<file path="src/rtl/rat_alu_pkg.sv">
// Shared types for the RAT ALU: default width, opcode enum, multiply FSM states.
package rat_alu_pkg;

    localparam int DEF_DATA_W = 8;

    typedef enum logic [3:0] {
        OP_ADD  = 4'd0,
        OP_ADDC = 4'd1,
        OP_SUB  = 4'd2,
        OP_SUBC = 4'd3,
        OP_CMP  = 4'd4,
        OP_AND  = 4'd5,
        OP_OR   = 4'd6,
        OP_EXOR = 4'd7,
        OP_TEST = 4'd8,
        OP_LSL  = 4'd9,
        OP_LSR  = 4'd10,
        OP_ROL  = 4'd11,
        OP_ROR  = 4'd12,
        OP_ASR  = 4'd13,
        OP_MOV  = 4'd14,
        OP_MUL  = 4'd15
    } alu_op_e;

    typedef enum logic [1:0] {
        IDLE = 2'd0,
        RUN  = 2'd1,
        DONE = 2'd2
    } mul_state_e;

endpackage

</file>
<file path="src/rtl/rat_flag_reg.sv">
// C/Z flag registers with interrupt shadow copy and RETI restore mux.
module rat_flag_reg (
    input  logic clk,
    input  logic rst_n,
    input  logic c_in,
    input  logic z_in,
    input  logic c_ld,
    input  logic z_ld,
    input  logic c_set,
    input  logic c_clr,
    input  logic ld_sel,
    input  logic shad_ld,
    output logic c_flag,
    output logic z_flag
);

    logic shad_c, shad_z;
    logic c_src, z_src;

    assign c_src = ld_sel ? shad_c : c_in;
    assign z_src = ld_sel ? shad_z : z_in;

    // Shadow samples the pre-edge flags, so entry and load in one cycle both take effect.
    always_ff @(posedge clk or negedge rst_n) begin
        if (!rst_n) begin
            c_flag <= 1'b0;
            z_flag <= 1'b0;
            shad_c <= 1'b0;
            shad_z <= 1'b0;
        end else begin
            if (c_clr)      c_flag <= 1'b0;
            else if (c_set) c_flag <= 1'b1;
            else if (c_ld)  c_flag <= c_src;
            if (z_ld)       z_flag <= z_src;
            if (shad_ld) begin
                shad_c <= c_flag;
                shad_z <= z_flag;
            end
        end
    end

endmodule

</file>
<file path="src/rtl/rat_alu_flags.sv">
// 8-bit RAT ALU with flag registers; ALU_MUL_EN adds a multi-cycle shift-add multiply on op 15.
module rat_alu_flags
    import rat_alu_pkg::*;
#(
    parameter int DATA_W = DEF_DATA_W
) (
    input  logic              CLK,
    input  logic              RST_N,
    input  logic [DATA_W-1:0] A,
    input  logic [DATA_W-1:0] B,
    input  logic [3:0]        ALU_SEL,
    input  logic              FLG_C_LD,
    input  logic              FLG_Z_LD,
    input  logic              FLG_C_SET,
    input  logic              FLG_C_CLR,
    input  logic              FLG_LD_SEL,
    input  logic              FLG_SHAD_LD,
`ifdef ALU_MUL_EN
    input  logic              MUL_START,
    output logic              MUL_BUSY,
    output logic              MUL_DONE,
`endif
    output logic [DATA_W-1:0] RESULT,
    output logic              C_FLAG,
    output logic              Z_FLAG
);

    logic [DATA_W:0]   sum;
    logic [DATA_W-1:0] res;
    logic              c_out, z_out;
    logic [DATA_W:0]   cin_w;

    assign cin_w = {{DATA_W{1'b0}}, C_FLAG};

`ifdef ALU_MUL_EN
    localparam int CNT_W = $clog2(DATA_W) + 1;

    mul_state_e          state;
    logic [CNT_W-1:0]    cnt;
    logic [2*DATA_W-1:0] mcand, acc, acc_nxt, prod;
    logic [DATA_W-1:0]   mplier;

    assign acc_nxt  = mplier[0] ? acc + mcand : acc;
    assign MUL_BUSY = (state == RUN);
    assign MUL_DONE = (state == DONE);

    // Product register only changes at the end of a run, so op 15 reads a stable value.
    always_ff @(posedge CLK or negedge RST_N) begin
        if (!RST_N) begin
            state  <= IDLE;
            cnt    <= '0;
            mcand  <= '0;
            mplier <= '0;
            acc    <= '0;
            prod   <= '0;
        end else begin
            case (state)
                IDLE: if (MUL_START && ALU_SEL == OP_MUL) begin
                    mcand  <= {{DATA_W{1'b0}}, A};
                    mplier <= B;
                    acc    <= '0;
                    cnt    <= '0;
                    state  <= RUN;
                end
                RUN: begin
                    acc    <= acc_nxt;
                    mcand  <= mcand << 1;
                    mplier <= mplier >> 1;
                    cnt    <= cnt + CNT_W'(1);
                    if (cnt == CNT_W'(DATA_W - 1)) begin
                        prod  <= acc_nxt;
                        state <= DONE;
                    end
                end
                DONE:    state <= IDLE;
                default: state <= IDLE;
            endcase
        end
    end
`endif

    always_comb begin
        sum   = '0;
        res   = '0;
        c_out = 1'b0;
        case (alu_op_e'(ALU_SEL))
            OP_ADD:  begin sum = {1'b0, A} + {1'b0, B};         res = sum[DATA_W-1:0]; c_out = sum[DATA_W]; end
            OP_ADDC: begin sum = {1'b0, A} + {1'b0, B} + cin_w; res = sum[DATA_W-1:0]; c_out = sum[DATA_W]; end
            OP_SUB,
            OP_CMP:  begin sum = {1'b0, A} - {1'b0, B};         res = sum[DATA_W-1:0]; c_out = sum[DATA_W]; end
            OP_SUBC: begin sum = {1'b0, A} - {1'b0, B} - cin_w; res = sum[DATA_W-1:0]; c_out = sum[DATA_W]; end
            OP_AND,
            OP_TEST: res = A & B;
            OP_OR:   res = A | B;
            OP_EXOR: res = A ^ B;
            OP_LSL:  begin res = {A[DATA_W-2:0], C_FLAG};   c_out = A[DATA_W-1]; end
            OP_LSR:  begin res = {C_FLAG, A[DATA_W-1:1]};   c_out = A[0]; end
            OP_ROL:  begin res = {A[DATA_W-2:0], A[DATA_W-1]}; c_out = A[DATA_W-1]; end
            OP_ROR:  begin res = {A[0], A[DATA_W-1:1]};     c_out = A[0]; end
            OP_ASR:  begin res = {A[DATA_W-1], A[DATA_W-1:1]}; c_out = A[0]; end
            OP_MOV:  begin res = B; c_out = C_FLAG; end
`ifdef ALU_MUL_EN
            OP_MUL:  begin res = prod[DATA_W-1:0]; c_out = |prod[2*DATA_W-1:DATA_W]; end
`endif
            default: begin res = '0; c_out = 1'b0; end
        endcase
        z_out = (res == '0);
`ifdef ALU_MUL_EN
        if (ALU_SEL == OP_MUL) z_out = (prod == '0);
`endif
    end

    assign RESULT = res;

    rat_flag_reg u_flags (
        .clk     (CLK),
        .rst_n   (RST_N),
        .c_in    (c_out),
        .z_in    (z_out),
        .c_ld    (FLG_C_LD),
        .z_ld    (FLG_Z_LD),
        .c_set   (FLG_C_SET),
        .c_clr   (FLG_C_CLR),
        .ld_sel  (FLG_LD_SEL),
        .shad_ld (FLG_SHAD_LD),
        .c_flag  (C_FLAG),
        .z_flag  (Z_FLAG)
    );

endmodule
</file>
<file path="config.mk">
export PLATFORM = sky130hd
export DESIGN_NAME = rat_alu_flags
export DESIGN_NICKNAME = d
export VERILOG_FILES = /design/src/rtl/rat_alu_pkg.sv /design/src/rtl/rat_flag_reg.sv /design/src/rtl/rat_alu_flags.sv
export SDC_FILE = /design/constraint.sdc
export NUM_CORES = 1
export LEC_CHECK = 0
export ABC_AREA = 1
export ABC_CLOCK_PERIOD_IN_PS = 2300
export CORE_ASPECT_RATIO = 1.5
export CORE_MARGIN = 10
export CORE_UTILIZATION = 40
export CTS_CLUSTER_SIZE = 8
export DETAILED_ROUTE_END_ITERATION = 12
export HOLD_SLACK_MARGIN = 0.08
export PLACE_DENSITY_LB_ADDON = 0.2
export SETUP_SLACK_MARGIN = 0.3
export SKIP_CTS_REPAIR_TIMING = 1
export SYNTH_ARGS = -nofsm -noshare
export SYNTH_HDL_FRONTEND = slang
export SYNTH_HIERARCHICAL = 1
export SYNTH_SLANG_ARGS = --single-unit
</file>
<file path="constraint.sdc">
create_clock -name CLK -period 2.3 [get_ports CLK]
set_clock_uncertainty 0.1 [all_clocks]
set_input_delay 0.23 -clock CLK [delete_from_list [all_inputs] [get_ports CLK]]
set_output_delay 0.23 -clock CLK [all_outputs]
set_load 0.005 [all_outputs]
</file>
==> flow_metrics.tcl, run 1 <==
# flow metrics
set metrics [dict create \
    clk_pin_slew_worst_paths_ps 40 \
    ys_ff 4 \
    chipArea_um2 9240 \
    cellPowerDensity_nw_per_um2 306 \
    crit_slowest_cell "fa_2" \
    setup_violations 9 \
    htreeDepth 1 \
    drv_slew 0 \
    tightest_slew_ps 388 \
    ant_nets 0 \
    cp_num_buf_inv 2 \
    drv_cap 0 \
    synth_area_um2 2300 \
    rsz0062_at_grt "yes" \
    status "complete, but fails checks" \
    port_buffers 37 \
    nFillCells 436 \
    place_congestion 1.03 \
    fa_ha_area_share_pct 17.0 \
    ys_seq_share_pct 4.35 \
    antenna_found_initial 0 \
    drive_gt1_share_pct 41.8 \
    diodes 0 \
    yosys-top-cells-count "nand2_1, inv_1, nor2_1, nand3_1, ha_1" \
    ys_area_um2 2300 \
    aoi_share_pct 10.8 \
    fin_util_pct 75.0 \
    fin_area_um2 4150 \
    finalCriticalPeriod_ps 2710 \
    max-vdd-ir-drop_uv 176 \
    fp.dieH_um 113 \
    grt_pass1_vias 3290 \
    m1WireLength_um 3610 \
    drc 0 \
    synth-simple-area-share_pct 52.0 \
    gr-usage-all-layers_pct 18.3 \
    required_ps 2350 \
    die_width_um 81.9 \
    nets 642 \
    crit_fanout 3 \
    clock_latency_ps 240 \
    period_used_pct 118 \
    cp-end-kind "flop" \
    ys_top_cells_by_area "nand2_1, ha_1, inv_1, nand3_1, nor2_1" \
    vias 3458 \
    vias_per_cell 5.30 \
    dp_hpwl_um 7370 \
    grt_max_degree 8 \
    cts.sink_count 4 \
    synth-edff-count 0 \
    cp-start-kind "input pin" \
    yosysTopAreaCell "nand2_1" \
    warning_count 44 \
    synth_cell_types 33 \
    route.met2.wl_um 5100 \
    fin_ws_ps -410 \
    critPathTopFamily "simple AND/OR/NAND/NOR gates" \
    failed_checks "negative setup slack" \
    top_logic_kind "simple AND/OR/NAND/NOR gates" \
    ys_warn_count 6 \
]
[run 1: registers in the layout, summed over array words and instances, names as in the netlist]
register / count
u_flags/c_flag: 1
u_flags/shad_c: 1
u_flags/shad_z: 1
u_flags/z_flag: 1
[run 1: logic make-up after synthesis]
| group | after synthesis |
|---|---|
| AND-OR/OR-AND | 39 |
| adder cells (fa/ha/maj) | 30 |
| buffers and inverters | 82 |
| flip-flops | 4 |
| multiplexers | 2 |
| AND/OR/NAND/NOR | 281 |
[run 1: power by group]
group / internal (uW) / switching [uW] / leakage, uW
registers: 80.3 / 8.75 / 0.0000497
logic: 481 / 534 / 0.00220
clock network: 113 / 53.9 / 0.0000216
total: 674 / 597 / 0.00227
[run 1: final timing paths]
path | slack (ps) | depth (start not counted) | end | from
max | -410 | 18 | u_flags/z_flag | A[0]
min | 100 | 1 | u_flags/z_flag | RST_N
max reg2reg | -160 | 17 | u_flags/z_flag | u_flags/c_flag
min reg2reg | 410 | 1 | u_flags/shad_c | u_flags/shad_c
max in group asynchronous | 1830 | 1 | u_flags/c_flag | RST_N
min in group CLK | 410 | 1 | u_flags/shad_c | u_flags/shad_c
[run 1: layout make-up]
| cell class | count | area, um2 | share of cell area, % |
|---|---|---|---|
| Clock buffer | 3 | 41.3 | 0.995 |
| Inverter | 77 | 312 | 7.51 |
| Multi-Input combinational cell | 352 | 2330 | 56.2 |
| Sequential cell | 4 | 100 | 2.41 |
| Tap cell | 70 | 87.6 | 2.11 |
| Timing Repair Buffer | 146 | 1280 | 30.8 |
[run 1: placed cells by master, fill, tap and decap left out, types with 2 or more instances in the layout]
master,synthesis,final
a21oi_1,12,10
a21oi_2,1,3
a21oi_4,2,2
buf_12,0,3
buf_2,3,2
buf_4,1,102
buf_6,1,8
clkbuf_8,0,3
clkdlybuf4s50_1,0,15
dfrtp_1,4,4
dlymetal6s2s_1,0,16
fa_2,0,2
ha_1,28,18
ha_4,0,9
inv_1,73,55
inv_2,2,19
mux2_4,2,2
nand2_1,153,124
nand2_2,4,30
nand2_4,0,3
nand3_1,46,30
nand3_2,3,16
nand3_4,0,3
nand3b_1,3,3
nand4_1,12,12
nor2_1,54,30
nor2_2,4,14
nor2_4,0,14
o21ai_0,10,5
o21ai_1,3,7
o21ai_4,0,2
o21bai_1,3,3
o22ai_1,2,2
[run 1: per-stage QoR]
step / instances / setup WS, ps / hold WS, ps
after floorplan: 438 / -3.57 / -166
after global placement: 631 / -1050 / 338
after detailed placement: 631 / -1110 / 351
after CTS: 634 / -1120 / 106
after global routing: 652 / -529 / 125
final: 652 / -410 / 100
[run 1: metal layers]
layer	GRT usage, %	up-vias
met2	34.7	154
met3	1.98	50
met1	18.5	1584
met4	9.23	0
met5	0	-
li1	-	1670
==> run_1/final_placement.png <==
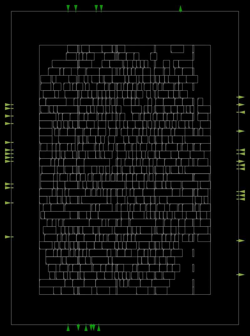
core area: 5530 um2
well tap count: 70
sequential cell area share: 2.41%
cell row count: 33

==> run_1/met3.png <==
Bar = 20 um.
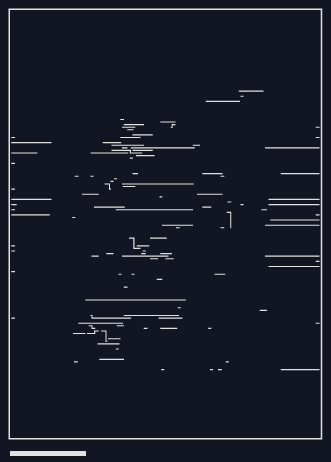
longest straight run = 26.2 um
nets with wire on the layer = 80
share of all routed wire = 5.1%
wire length on this layer = 499 um
main direction = horizontal

==> run_1/met2.png <==
Cells faint in the background.
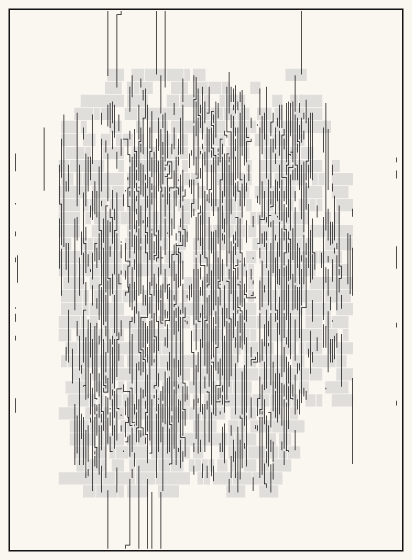
nets with wire on the layer = 540
share of all routed wire = 52%
longest straight run = 32.6 um
wire length on this layer = 5100 um

==> run_1/cell_classes.png <==
Fill, decap, tap and diode cells in gray.
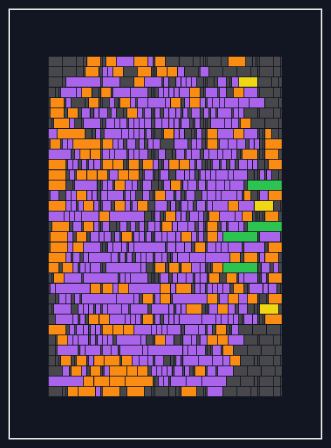

==> inputs of run 2 (changes only) <==
- CORE_MARGIN: 10 -> 2
- SETUP_SLACK_MARGIN: 0.3 -> 0.5
==> run_2/cell_classes.png <==
Fill, decap, tap and diode cells in gray.
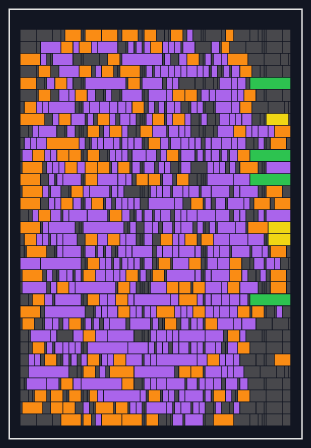
flip-flops -> green  # cells 4, share of their area 2.5%
cells driving clock nets -> yellow  # cells 3, share of their area 1.0%
other buffers and delay cells -> orange  # cells 146, share of their area 31%
all other logic -> purple  # cells 429, share of their area 65%

==> flow_metrics.tcl, run 2 <==
# flow metrics
set metrics [dict create \
    drv_cap 0 \
    status "complete, but fails checks" \
    nets 642 \
    ys_top_cells_by_area "nand2_1, ha_1, inv_1, nand3_1, nor2_1" \
    drt_pass1_iterations 5 \
    layout_top_cell "nand2_1" \
    synth_cell_types 33 \
    drive_gt1_share_pct 40.5 \
    fin_area_um2 4120 \
    cts_max_path_buffers 2 \
    die_width_um 65.9 \
    max_slew_margin_pct 74.9 \
    ant_nets 0 \
    crit_slowest_cell "fa_2" \
    syn_nets 496 \
    grt_max_degree 9 \
    max-vdd-ir-drop_uv 130 \
    grt_overflow 0 \
    total_power_uw 1230 \
    antenna_found_initial 0 \
    chipArea_um2 6380 \
    ys.flop_type "dfrtp_1" \
    cp-start-kind "input pin" \
    warning_count 44 \
    ys_ff 4 \
    place_congestion 0.938 \
    tightest_slew_ps 377 \
    crit_chain "buf_8 -> buf_12 -> inv_12 -> ha_4 -> fa_2 -> ha_4 -> inv_2 -> nor2_4 -> nand3_2 -> nor2_4 -> buf_6 -> nand3_1 -> nand2_1 -> nor2_2 -> nor2_2 -> inv_1 -> dlymetal6s2s_1" \
    area_delta_synth_final_pct 79.0 \
    dp_cells 634 \
    yosysTopAreaCell "nand2_1" \
    most_common_cell "nand2_1" \
    clock_latency_ps 220 \
    drc 0 \
    rows 33 \
    syn_area_per_cell_um2 5.25 \
    vias_per_cell 5.15 \
    ys_cells 438 \
    clk_pin_slew_worst_paths_ps 40 \
    htreeDepth 1 \
    rsz0062_at_grt "yes" \
    syn_inst 438 \
    finalCriticalPeriod_ps 2680 \
    synth-edff-count 0 \
    ys_seq_share_pct 4.35 \
    drtIter0Drc 93 \
    cts_buffers 3 \
    period_used_pct 116 \
    clock-root-buffer "clkbuf_8" \
    cellPowerDensity_nw_per_um2 299 \
    yosys-top-cells-count "nand2_1, inv_1, nor2_1, nand3_1, ha_1" \
    drv_slew 0 \
    setup_violations 9 \
    failed_checks "negative setup slack" \
    crit_fanout 3 \
    fin_ws_ps -378 \
    top_cell_area_share_pct 25.0 \
    place_ws_ps -1120 \
    required_ps 1970 \
    grt_pass1_wl_um 13200 \
    lay_top_cells "nand2_1, buf_4, inv_1, nand3_1, nor2_1" \
    fp.dieH_um 96.8 \
    ys_warn_count 6 \
    ys_area_um2 2300 \
    dp_hpwl_um 7220 \
    hp-class "in -> async" \
    critPathTopFamily "adder cells" \
    nFillCells 425 \
    cp-end-kind "primary output" \
    gr-usage-all-layers_pct 26.1 \
    wire_per_inst_um 14.0 \
    diodes 0 \
    cts.sink_count 4 \
    synth_area_um2 2300 \
    grt_pass1_vias 3144 \
    port_buffers 37 \
    finalNonFillerCells 652 \
    crit_type "in -> out" \
    cp_num_buf_inv 7 \
    core_um2 5490 \
    cpPeakStageDelay_ps 620 \
]
==> run_2/met2.png <==
Cells faint in the background.
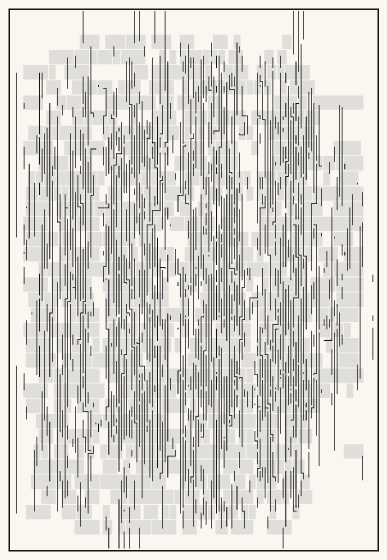
nets with wire on the layer = 525
share of all routed wire = 53%
wire length on this layer = 4850 um
vias post-DR: 3360
Post-Route WL: 9140 um
M2 GR Usage: 49.7%

[run 2: cell counts after synthesis]
Identical to the previous run, type by type.
[run 2: path summary, 6_finish.rpt]
| kind | startpoint | to | slack (ps) | depth (start not counted) |
|---|---|---|---|---|
| max in group asynchronous | RST_N | u_flags/z_flag | 1790 | 1 |
| min in group CLK | u_flags/shad_z | u_flags/shad_z | 410 | 1 |
| hold / removal | RST_N | u_flags/c_flag | 130 | 1 |
| setup / recovery | A[0] | RESULT[6] | -380 | 17 |
| setup reg to reg | u_flags/c_flag | u_flags/z_flag | -100 | 14 |
| hold reg to reg | u_flags/shad_z | u_flags/shad_z | 410 | 1 |
[run 2: where the power goes]
| part | internal, uW | total (uW) | switching [uW] |
|---|---|---|---|
| Combinational | 470 | 986 | 516 |
| Sequential | 80.3 | 87.7 | 7.41 |
| Clock | 112 | 155 | 42.8 |
[run 2: cell type report]
cell class | count | area, um2 | share of cell area (%)
inverter | 77 | 317 | 7.69
timing repair buffer | 146 | 1250 | 30.3
sequential | 4 | 100 | 2.43
clock buffer | 3 | 41.3 | 1.00
multi-input combinational | 352 | 2320 | 56.4
tap | 70 | 87.6 | 2.13
[run 2: metrics by stage]
stage	utilization, %	hold slack (ps)
detailed placement	63.9	361
floorplan	-	-166
CTS	64.7	127
global route	74.9	136
finish	74.9	126
global placement	63.9	355
[run 2: metal layers]
layer | vias to the layer above | wire length (um) | part of all wire [%] | global-route usage (%)
met5 | - | 0 | 0 | 0
met3 | 47 | 404 | 4.4 | 0.930
met2 | 115 | 4850 | 53 | 49.7
met1 | 1526 | 3350 | 37 | 27.8
li1 | 1672 | - | - | -
met4 | 0 | 538 | 5.9 | 13.1
[run 2: cells by family after synthesis]
group / synth area share, %
muxes: 1.31
buffers and inverters: 14.5
and+or+nand+nor: 52.0
adders and majority gates: 17.0
DFF: 4.36
AOI/OAI and AO/OA: 10.8
[run 2: worst reg2reg max path, cell delays in order (launching register included)]
cell and delay [ps]:
dfrtp_1 420, ha_1 310, ha_4 300, nor2_2 30
nor2_1 90, nand2_1 80, nor2_2 170, nand2_1 70
nor2_1 110, nand2_1 100, nor2_2 160, nand3_2 80
nor2_2 80, nand2_1 50, a31oi_1 170
==> run_2/final_placement.png <==
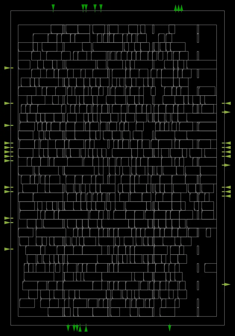

==> inputs of run 3 (changes only) <==
- REMOVE_ABC_BUFFERS: not set -> 1
==> run_3/final_placement.png <==
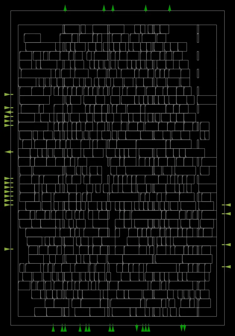
core area: 5490 um2
Final Non-Filler Cells: 662
Seq Cell Count: 4

==> run_3/met3.png <==
Bar = 20 um.
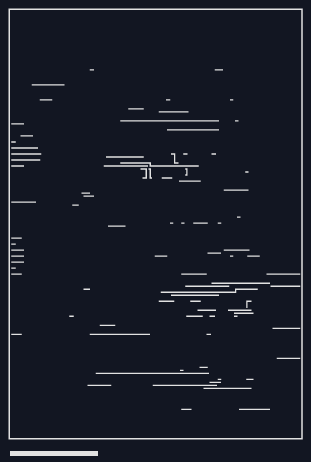
longest straight run = 25.3 um
main direction = horizontal
wire length on this layer = 390 um
nets with wire on the layer = 65
share of all routed wire = 4.0%
M3 GR Usage: 1.40%
vias post-DR: 3436
Post-Route WL: 9810 um

==> flow_metrics.tcl, run 3 <==
# flow metrics
set metrics [dict create \
    aoi_share_pct 10.8 \
    ys_seq_share_pct 4.35 \
    synth-edff-count 0 \
    fin_ws_ps -267 \
    required_ps 2330 \
    area_delta_synth_final_pct 80.6 \
    tightest_slew_ps 360 \
    yosys-top-cells-count "nand2_1, inv_1, nor2_1, nand3_1, ha_1" \
    status "complete, but fails checks" \
    drtIter0Drc 232 \
    dp_hpwl_um 7390 \
    crit_fanout 3 \
    finalCriticalPeriod_ps 2570 \
    ys_cells 438 \
    r2r_start "u_flags/c_flag" \
    ys_area_um2 2300 \
    fa_ha_area_share_pct 17.0 \
    rsz0062_at_grt "yes" \
    cellPowerDensity_nw_per_um2 306 \
    top_logic_kind "simple AND/OR/NAND/NOR gates" \
    drt_pass1_iterations 5 \
    rr_endpoint "u_flags/z_flag" \
    cp_num_buf_inv 4 \
    cp-start-kind "input pin" \
    setup_violations 8 \
    cts.sink_count 4 \
    grt_overflow 0 \
    hp-class "in -> async" \
    synthXorXnorAreaFrac_pct 0 \
    path_depth 22 \
    lay_top_cells "nand2_1, buf_4, inv_1, nor2_1, nand3_1" \
    ys_warn_count 6 \
    cts_buffers 3 \
    clk_pin_slew_worst_paths_ps 30 \
    crit_type "in -> reg" \
    period_used_pct 112 \
    clock-root-buffer "clkbuf_8" \
    max-vdd-ir-drop_uv 315 \
    ant_nets 0 \
    drv_cap 0 \
    critPathTopFamily "simple AND/OR/NAND/NOR gates" \
    layout_top_cell "nand2_1" \
    most_common_cell "nand2_1" \
    synth_area_um2 2300 \
    drc 0 \
    top_cell_area_share_pct 25.0 \
    htreeDepth 1 \
    drive_gt1_share_pct 44.1 \
    startpoint "B[0]" \
    ys_top_cells_by_area "nand2_1, ha_1, inv_1, nand3_1, nor2_1" \
    fp.dieH_um 96.8 \
    rrSetupSlack_ps -110 \
    drv_slew 0 \
    clock_latency_ps 220 \
    synth_cell_types 33 \
    crit_chain "buf_8 -> ha_4 -> fa_2 -> buf_6 -> inv_2 -> nand2_2 -> nand2_2 -> buf_4 -> nand2_1 -> nand2_1 -> nor2_1 -> nor2_1 -> nand2_1 -> nor2_2 -> nand2_1 -> nor2_2 -> nand2_1 -> nor2_1 -> nand3_1 -> nor2_1 -> nand2_1 -> a31oi_1" \
    r2r_cells 17 \
    grt_max_degree 9 \
    grt_pass1_wl_um 14100 \
    total_power_uw 1270 \
    syn_inst 438 \
    cts_max_path_buffers 2 \
    die_width_um 65.9 \
    synth-simple-area-share_pct 52.0 \
    failed_checks "negative setup slack" \
]
[run 3: routing by layer]
layer / GRT usage (%) / vias up / routed length [um]
li1: - / 1686 / -
met2: 50.0 / 125 / 5100
met3: 1.40 / 39 / 390
met4: 14.3 / 0 / 531
met1: 32.4 / 1586 / 3790
met5: 0 / - / 0
[run 3: how the worst min path moves through the flow]
stage | from | to | slack [ps] | cells past startpoint
6_report | RST_N | u_flags/c_flag | 120 | 1
3_5_place_dp | RST_N | u_flags/c_flag | 350 | 1
5_1_grt | RST_N | u_flags/c_flag | 140 | 1
3_3_place_gp | RST_N | u_flags/c_flag | 350 | 1
4_1_cts | RST_N | u_flags/shad_z | 120 | 1
2_1_floorplan | RST_N | u_flags/c_flag | -170 | 0
[run 3: cells by family after synthesis]
logic type,after synthesis
DFF,4
muxes,2
AOI/OAI and AO/OA,39
and+or+nand+nor,281
adders and majority gates,30
buffers and inverters,82
[run 3: where the power goes]
part | leakage, uW | switching (uW) | internal (uW) | total, uW
clock | 0.0000216 | 35.1 | 111 | 147
combinational | 0.00219 | 532 | 504 | 1040
sequential | 0.0000497 | 8.47 | 80.3 | 88.8
total | 0.00226 | 575 | 696 | 1270
[run 3: area by class of cell]
| cell class | instances | area, um2 |
|---|---|---|
| multi-input cells | 352 | 2310 |
| fillers | 446 | 1340 |
| repair buffers | 156 | 1300 |
| inverters | 77 | 305 |
| flip-flops and latches | 4 | 100 |
| well taps | 70 | 87.6 |
| clock buffers | 3 | 41.3 |
[run 3: through the flow]
step                      area (um2)  utilization [%]  hold WS, ps  setup slack, ps  TNS [ps]
after global placement          3510             63.9          347            -1040     -8910
after floorplan                 2260                -         -166            -75.1     -96.7
after global routing            4150             75.6          137             -391     -2320
after CTS                       3550             64.6          120            -1080     -8680
after detailed placement        3510             63.9          350            -1080     -9070
final                           4150             75.6          119             -267     -1470
[run 3: worst register-to-register path: cells and delay by family (launching register included)]
family                   cells  cell delay (ps)
AND-OR/OR-AND                1              120
adder cells (fa/ha/maj)      2              460
flip-flops                   1              460
buffers and inverters        1               70
AND/OR/NAND/NOR             13             1110
Power and IR drop assume default switching activity.
